File: src/rtl/instr_issue_seq_pkg.sv
// Shared definitions for the instruction issue path: opcodes, field positions, FSM states.
package instr_issue_seq_pkg;

  // Data path and field widths
  localparam int unsigned DATA_W     = 16;
  localparam int unsigned REG_ADDR_W = 4;
  localparam int unsigned INSTR_W    = 16;

  // Opcode map: 0..5 are register-register, 6..10 take a 4-bit immediate as operand A
  localparam logic [3:0] OP_R0  = 4'd0;
  localparam logic [3:0] OP_R1  = 4'd1;
  localparam logic [3:0] OP_R2  = 4'd2;
  localparam logic [3:0] OP_R3  = 4'd3;
  localparam logic [3:0] OP_R4  = 4'd4;
  localparam logic [3:0] OP_R5  = 4'd5;
  localparam logic [3:0] OP_I6  = 4'd6;
  localparam logic [3:0] OP_I7  = 4'd7;
  localparam logic [3:0] OP_I8  = 4'd8;
  localparam logic [3:0] OP_I9  = 4'd9;
  localparam logic [3:0] OP_I10 = 4'd10;

  localparam int unsigned LAST_OP = 10;

  // Instruction field bit positions
  localparam int unsigned OP_MSB = 15;
  localparam int unsigned OP_LSB = 12;
  localparam int unsigned RC_MSB = 11;
  localparam int unsigned RC_LSB = 8;
  localparam int unsigned RA_MSB = 7;
  localparam int unsigned RA_LSB = 4;
  localparam int unsigned RB_MSB = 3;
  localparam int unsigned RB_LSB = 0;

  // Issue sequencer states
  typedef enum logic [2:0] {
    StIdle   = 3'd0,
    StDecode = 3'd1,
    StRead   = 3'd2,
    StExec   = 3'd3,
    StWb     = 3'd4
  } state_e;

  // I-type opcodes replace operand A with the zero-extended immediate
  function automatic logic is_itype(input logic [3:0] op);
    return op >= OP_I6;
  endfunction

endpackage

File: src/rtl/instr_field_decode.sv
// Combinational instruction field decoder: splits a 16-bit word into operand fields.
module instr_field_decode
  import instr_issue_seq_pkg::*;
#(
  parameter int unsigned DATA_W     = 16,
  parameter int unsigned REG_ADDR_W = 4,
  parameter int unsigned LAST_OP    = 10
) (
  input  logic [15:0]           instr,
  output logic [3:0]            op,
  output logic [REG_ADDR_W-1:0] rc,
  output logic [REG_ADDR_W-1:0] ra,
  output logic [REG_ADDR_W-1:0] rb,
  output logic [DATA_W-1:0]     imm,
  output logic                  imm_sel,
  output logic                  legal
);

  logic [3:0] w_mid_field;

  assign w_mid_field = instr[RA_MSB:RA_LSB];

  // Field split; the middle nibble is either register A or the immediate
  always_comb begin
    op      = instr[OP_MSB:OP_LSB];
    rc      = REG_ADDR_W'(instr[RC_MSB:RC_LSB]);
    rb      = REG_ADDR_W'(instr[RB_MSB:RB_LSB]);
    legal   = (32'(op) <= LAST_OP);
    imm_sel = is_itype(op);
    ra      = '0;
    imm     = '0;
    if (imm_sel) begin
      imm = DATA_W'(w_mid_field);
    end else begin
      ra  = REG_ADDR_W'(w_mid_field);
    end
  end

endmodule

File: src/rtl/instr_issue_seq.sv
// Instruction issue sequencer: accepts one word, then walks DECODE/READ/EXEC/WB.
module instr_issue_seq
  import instr_issue_seq_pkg::*;
#(
  parameter int unsigned DATA_W     = instr_issue_seq_pkg::DATA_W,
  parameter int unsigned REG_ADDR_W = instr_issue_seq_pkg::REG_ADDR_W,
  parameter int unsigned LAST_OP    = instr_issue_seq_pkg::LAST_OP
) (
  input  logic                  clk,
  input  logic                  rst_n,
  input  logic                  instr_valid,
  input  logic [15:0]           instr,
  output logic                  instr_ready,
  output logic [REG_ADDR_W-1:0] reg_a_addr,
  output logic [REG_ADDR_W-1:0] reg_b_addr,
  output logic [REG_ADDR_W-1:0] reg_c_addr,
  output logic [DATA_W-1:0]     imm,
  output logic                  imm_sel,
  output logic [3:0]            alu_op,
  input  logic [DATA_W-1:0]     alu_result,
  output logic [DATA_W-1:0]     wb_data,
  output logic                  wb_en,
  output logic                  done,
  output logic                  illegal
);

  state_e                r_state;
  logic [15:0]           r_instr;
  logic [REG_ADDR_W-1:0] r_reg_a_addr;
  logic [REG_ADDR_W-1:0] r_reg_b_addr;
  logic [REG_ADDR_W-1:0] r_reg_c_addr;
  logic [DATA_W-1:0]     r_imm;
  logic                  r_imm_sel;
  logic [3:0]            r_alu_op;
  logic [DATA_W-1:0]     r_wb_data;
  logic                  r_wb_en;
  logic                  r_done;
  logic                  r_illegal;

  logic [3:0]            w_op;
  logic [REG_ADDR_W-1:0] w_rc;
  logic [REG_ADDR_W-1:0] w_ra;
  logic [REG_ADDR_W-1:0] w_rb;
  logic [DATA_W-1:0]     w_imm;
  logic                  w_imm_sel;
  logic                  w_legal;

  // Decode always looks at the captured word, so a changing input bus is harmless
  instr_field_decode #(
    .DATA_W     (DATA_W),
    .REG_ADDR_W (REG_ADDR_W),
    .LAST_OP    (LAST_OP)
  ) u_decode (
    .instr   (r_instr),
    .op      (w_op),
    .rc      (w_rc),
    .ra      (w_ra),
    .rb      (w_rb),
    .imm     (w_imm),
    .imm_sel (w_imm_sel),
    .legal   (w_legal)
  );

  // Sequencer FSM with registered decode, write-back and status pulses
  always_ff @(posedge clk) begin
    if (!rst_n) begin
      r_state      <= StIdle;
      r_instr      <= '0;
      r_reg_a_addr <= '0;
      r_reg_b_addr <= '0;
      r_reg_c_addr <= '0;
      r_imm        <= '0;
      r_imm_sel    <= 1'b0;
      r_alu_op     <= '0;
      r_wb_data    <= '0;
      r_wb_en      <= 1'b0;
      r_done       <= 1'b0;
      r_illegal    <= 1'b0;
    end else begin
      r_wb_en   <= 1'b0;
      r_done    <= 1'b0;
      r_illegal <= 1'b0;
      unique case (r_state)
        StIdle: begin
          if (instr_valid) begin
            r_instr <= instr;
            r_state <= StDecode;
          end
        end
        StDecode: begin
          // Rejected words leave the previous operand outputs untouched
          if (w_legal) begin
            r_reg_a_addr <= w_ra;
            r_reg_b_addr <= w_rb;
            r_reg_c_addr <= w_rc;
            r_imm        <= w_imm;
            r_imm_sel    <= w_imm_sel;
            r_alu_op     <= w_op;
            r_state      <= StRead;
          end else begin
            r_illegal <= 1'b1;
            r_state   <= StIdle;
          end
        end
        StRead: begin
          r_state <= StExec;
        end
        StExec: begin
          // Strobes are set here so they are high for exactly the WB cycle
          r_wb_data <= alu_result;
          r_wb_en   <= 1'b1;
          r_done    <= 1'b1;
          r_state   <= StWb;
        end
        StWb: begin
          r_state <= StIdle;
        end
        default: begin
          r_state <= StIdle;
        end
      endcase
    end
  end

  assign instr_ready = (r_state == StIdle);
  assign reg_a_addr  = r_reg_a_addr;
  assign reg_b_addr  = r_reg_b_addr;
  assign reg_c_addr  = r_reg_c_addr;
  assign imm         = r_imm;
  assign imm_sel     = r_imm_sel;
  assign alu_op      = r_alu_op;
  assign wb_data     = r_wb_data;
  assign wb_en       = r_wb_en;
  assign done        = r_done;
  assign illegal     = r_illegal;

endmodule

File: config.mk
export PLATFORM = sky130hd
export DESIGN_NAME = instr_issue_seq
export DESIGN_NICKNAME = d
export VERILOG_FILES = /design/src/rtl/instr_issue_seq_pkg.sv /design/src/rtl/instr_field_decode.sv /design/src/rtl/instr_issue_seq.sv
export SDC_FILE = /design/constraint.sdc
export NUM_CORES = 1
export LEC_CHECK = 0
export ABC_AREA = 1
export CORE_ASPECT_RATIO = 1.2
export CORE_MARGIN = 1.5
export CORE_UTILIZATION = 32
export CTS_CLUSTER_SIZE = 8
export DETAILED_ROUTE_END_ITERATION = 7
export DONT_BUFFER_PORTS = 1
export PLACE_DENSITY = 0.46
export SYNTH_ARGS = -nofsm -noshare
export SYNTH_HDL_FRONTEND = slang
export SYNTH_HIERARCHICAL = 1
export SYNTH_SLANG_ARGS = --single-unit
File: constraint.sdc
create_clock -name clk -period 2.6 [get_ports clk]
set_clock_uncertainty 0.1 [all_clocks]
set_input_delay 0.26 -clock clk [delete_from_list [all_inputs] [get_ports clk]]
set_output_delay 0.26 -clock clk [all_outputs]
set_load 0.05 [all_outputs]
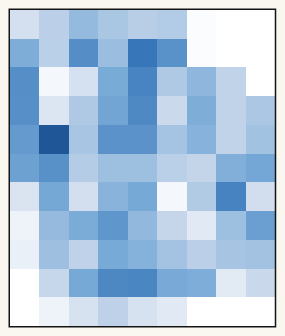
run_1/density.png
9 x 11 tiles, from white (low) to dark blue (high), 0 to 100% covered.
mean over tiles: 34%
tiles over 75% full: 1.0%
fullest tile: 85%
emptiest ninth of the die: north-east
nearly empty tiles: 12%
core area: 9610 um2
Init Core Util: 33.1%

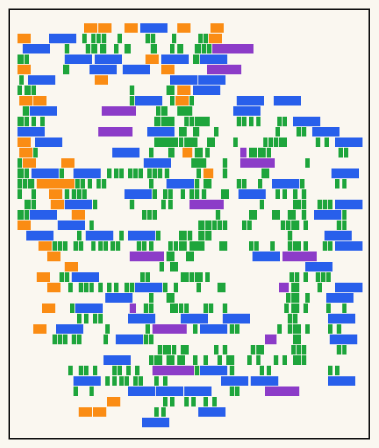
run_1/cell_classes.png
legend:
  other buffers and delay cells:
    color: orange
    cells: 36
    share_of_their_area: 10%
  clock drivers and dummy loads:
    color: purple
    cells: 15
    share_of_their_area: 8.7%
  all other logic:
    color: green
    cells: 346
    share_of_their_area: 42%
  flip-flops:
    color: blue
    cells: 70
    share_of_their_area: 39%
Finished Cell Area: 3720 um2
Site Rows: 39

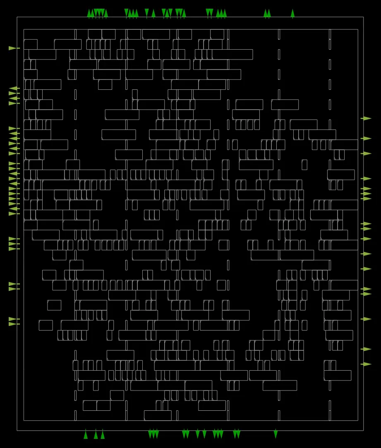
run_1/final_placement.png
Fill cells: 1,003
flop count: 70
Finished Layout Cells: 590

==> impl_metrics.ini, run 1 <==
; yosys + openroad results
[outcome]
status = completed

[synth]
ys_sh_xor_pct = 0
synthSimpleGateAreaFrac_pct = 34.3
edf_count = 0
synth_flops = 70
avgSynthCellArea_um2 = 6.98
syn_inst = 455
yosys_warnings = 6
synth_area_um2 = 3180
top_cell_area_share_pct = 44.1
synthTopLogicFamily = simple AND/OR/NAND/NOR gates
mux_share_pct = 0
ys_async_sr_fraction_pct = 0
netlist-cell-type-count = 22

[layout]
final-nonclk-buf-share_pct = 10.0
antenna_cells = 0
clkbuf_count = 9
seq_share_pct = 37.6
nonClockBufferCount = 36
clock_area_share_pct = 8.36
flop_area_um2 = 1400
layout_top_cell = nor2_1
comb_share_pct = 33.7
final_cell_mix = nor2_1, dfxtp_1, nand2_1
combGateArea_um2 = 1260

[worst_setup_path]
critPathTopFamily = buffers and inverters
worstReg2RegStart = r_state[1]$_SDFFE_PN0P_
cp_slowest_stage_delay_ns = 0.54
cp_max_fo = 35
cp_data_required_time_ns = 2.72
slowest_stage = dlygate4sd3_1
worstPathCellList = inv_2 -> buf_4 -> nand3_4 -> nor2_1 -> nor2_1 -> dlygate4sd3_1
crit_top_cell = nor2_1
reg2reg_to = r_instr[3]$_SDFFE_PN0P_
crit_start = r_state[1]$_SDFFE_PN0P_
critPathCapture = r_instr[3]$_SDFFE_PN0P_
r2r_setup_slack_ns = 0.45
endpoint_kind = flop
critPathKind = flop to flop

[die]
die_w_um = 94.0
ios = 88
nWellTaps = 123
fp.dieH_um = 112

[clocking]
clk_path_buf_depth = 2
cts_setup_buffers = 0
cts_tree = yes
clk_latency_ns = 0.33
cts_resized = 0
clk_pin_slew_ns = 0.06
ctsHoldBuffers = 34

[sta]
relSlewSlack_pct = 36.6
fmaxAchievable_mhz = 465
finalMaxSlewViolations = 0
rsz0062_at_grt = false
tightest_slew_ns = 0.949
fin_setup_tns_ns = 0

[global_routing]
grt-busiest-layer = met2
met2_usage_pct = 21.6
antenna_found_initial = 0
overflow = 0
gr-usage-all-layers_pct = 14.2
grt_max_degree = 66
grt_pass1_wl_um = 11600

[detailed_routing]
wl_met1_um = 3300
drc_errors = 0
wl_met2_um = 3150
wl_met3_um = 344
drtPass1Iterations = 5
dr.first_iter.drc_count = 91
vias_per_cell = 4.32

[min_path]
hp-class = input pin to flop
hp-start = rst_n

[place]
gp_congestion = 0.789
placedCellCount = 541
dp_hpwl_um = 4380

[job]
cap_violations = 0
warnings = 26

[power]
p_total_w = 0.00309
[run 1: per-stage QoR]
| step | hold slack [ns] | cell area, um2 |
|---|---|---|
| after floorplan | 0.295 | 3220 |
| after global placement | 0.290 | 3050 |
| after detailed placement | 0.293 | 3050 |
| after CTS | 0.0129 | 3720 |
| after global routing | 0.0481 | 3720 |
| final | 0.0369 | 3720 |
[run 1: report_power, final]
group | switching, W | internal (W)
Combinational | 0.000225 | 0.000142
Clock | 0.000459 | 0.000833
Sequential | 0.000270 | 0.00116
[run 1: flip-flops by register name (all words and copies together) (netlist names)]
signal,cells
imm,16
reg_a_addr,4
done,1
imm_sel,1
wb_data,16
r_instr,16
reg_b_addr,4
r_state,3
illegal,1
alu_op,4
reg_c_addr,4
run_1/registers.png
The bar under the picture is 20 um long. Other sequential cells in the stronger gray, the rest of the logic in the fainter gray.
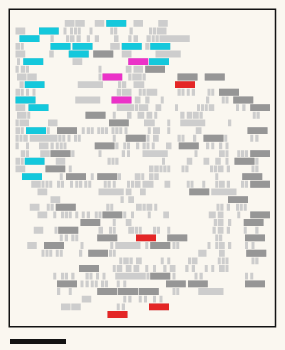

## Run 2: what changed since run 1
--- a/config.mk
+++ b/config.mk
@@ -12,7 +12,7 @@
 export CTS_CLUSTER_SIZE = 8
 export DETAILED_ROUTE_END_ITERATION = 7
 export DONT_BUFFER_PORTS = 1
-export PLACE_DENSITY = 0.46
+export PLACE_DENSITY = 0.47
 export SYNTH_ARGS = -nofsm -noshare
 export SYNTH_HDL_FRONTEND = slang
 export SYNTH_HIERARCHICAL = 1
==> constraint.sdc (replaced) <==
create_clock -name clk -period 1.77 [get_ports clk]
set_clock_uncertainty 0.1 [all_clocks]
set_input_delay 0.177 -clock clk [delete_from_list [all_inputs] [get_ports clk]]
set_output_delay 0.177 -clock clk [all_outputs]
set_load 0.05 [all_outputs]
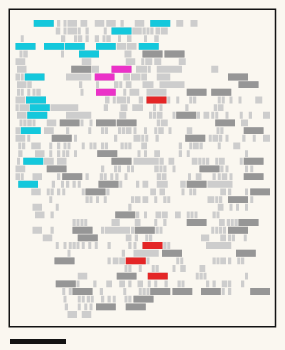
run_2/registers.png
The bar under the picture is 20 um long. Other sequential cells in the stronger gray, the rest of the logic in the fainter gray.
legend:
  reg_c_addr:
    color: red
    flops: 4
  wb_data:
    color: cyan
    flops: 16
  r_state:
    color: magenta
    flops: 3
not colored: 47
area occupied by registers: 1400 um2
total sequential power: 0.00202 W
Final Util: 39.9%
flop share of the area: 36.5%

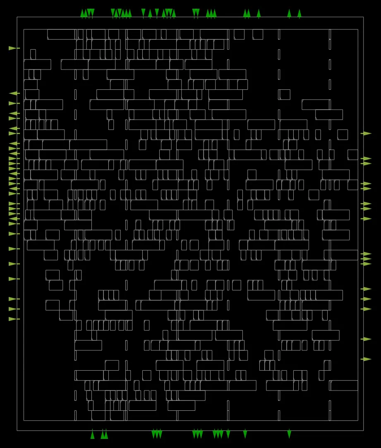
run_2/final_placement.png
Finished Layout Cells: 610
Tap Cells: 123
Fill cells: 1,033

==> run 2 against run 1 <==
  * First-iteration DRC count grew 41%
  * Final cell count grew 3.4%
  * Via count grew 3.5%
  * Cell area grew 3.1%
  * Clock power grew 28%
  * Sequential cell count is the same
  * Die size is the same
  * Synthesized area is the same
  * Largest cell class unchanged
  * Highest routed layer unchanged
==> impl_metrics.ini, run 2 <==
; yosys + openroad results
[detailed_routing]
dr.first_iter.drc_count = 128
wl_met1_um = 3350
wl_met2_um = 3290
wl_met3_um = 360
ant_nets = 0
drc_errors = 0
drtPass1Iterations = 4
vias_per_cell = 4.33

[worst_setup_path]
slowest_stage = nor2_2
r2r_setup_slack_ns = 0.19
reg2reg_to = alu_op[0]$_SDFFE_PN0P_
critPathCapture = alu_op[0]$_SDFFE_PN0P_
endpoint_kind = flop
worstPathCellList = nand3_2 -> nor2_2 -> nor2_1 -> nor2_1
crit_start = r_state[0]$_SDFFE_PN0P_
cp_slowest_stage_delay_ns = 0.58
worstReg2RegStart = r_state[0]$_SDFFE_PN0P_
crit_top_cell = nor2_1
start_kind = flop
cp_max_fo = 16
critPathKind = flop to flop
cp_data_required_time_ns = 1.94

[synth]
avgSynthCellArea_um2 = 6.98
synth_flops = 70
edf_count = 0
top_cell_area_share_pct = 44.1
yosys_warnings = 6
synth_area_um2 = 3180
netlist-cell-type-count = 22
ys_async_sr_fraction_pct = 0
syn_inst = 455

[global_routing]
gr-usage-all-layers_pct = 14.5
grt-busiest-layer = met2
overflow = 0
grt_max_degree = 67
grtUsageMet1_pct = 18.4
met2_usage_pct = 22.3

[job]
cap_violations = 0
warnings = 26

[die]
fp.dieH_um = 112
ios = 88
initial_core_util_pct = 33.1
core-area_um2 = 9610
rows = 39

[sta]
tightest_slew_ns = 0.669
rsz0062_at_grt = false
fin_setup_tns_ns = 0
fmaxAchievable_mhz = 631
holdWs_ns = 0.111
relSlewSlack_pct = 55.3
finalMaxSlewViolations = 0

[layout]
combGateArea_um2 = 1250
final-nonclk-buf-share_pct = 13.6
nMultiInputCombCells = 286
layout_top_cell = nor2_1
comb_share_pct = 32.7
fin_area_um2 = 3840
antenna_cells = 0
final_cell_mix = nor2_1, dfxtp_1, nand2_1
clkbuf_count = 12
clock_area_share_pct = 7.27
nonClockBufferCount = 54
largest_class = sequential cells
flop-count = 70

[clocking]
clk_path_buf_depth = 2
cts_setup_buffers = 0
ctsHoldBuffers = 34
cts_resized = 0
clk_latency_ns = 0.33
clk_pin_slew_ns = 0.06
cts_tree = yes

[place]
placedCellCount = 559
dp_hpwl_um = 4380
gp_congestion = 0.746
placed_area_um2 = 3200

[min_path]
hp-class = input pin to flop

[power]
leakage_nw = 1.72
p_total_w = 0.00435

[outcome]
status = completed
==> run 2: cell counts after synthesis <==
No cell type changed its count.
==> run 2: critical path: cells and delay by family, from the launching register on <==
family,cells,cell delay [ns]
flip-flops,1,0.45
AND/OR/NAND/NOR,4,0.97
==> run 2: cells by family (layout without fill, tap and decap cells) <==
family,after synthesis,in the layout,synth area share (%)
and+or+nand+nor,251,252,34.3
AOI/OAI and AO/OA,22,22,3.46
DFF,70,70,44.1
other,1,12,0.118
buffers and inverters,111,131,18.1
==> run 2: report_power, final <==
group | switching (W) | leakage (nW) | internal, W
combinational | 0.000427 | 1.02 | 0.000251
sequential | 0.000313 | 0.574 | 0.00171
clock | 0.000661 | 0.129 | 0.000991
total | 0.00140 | 1.72 | 0.00295
Power is estimated from default activity; no workload was simulated.
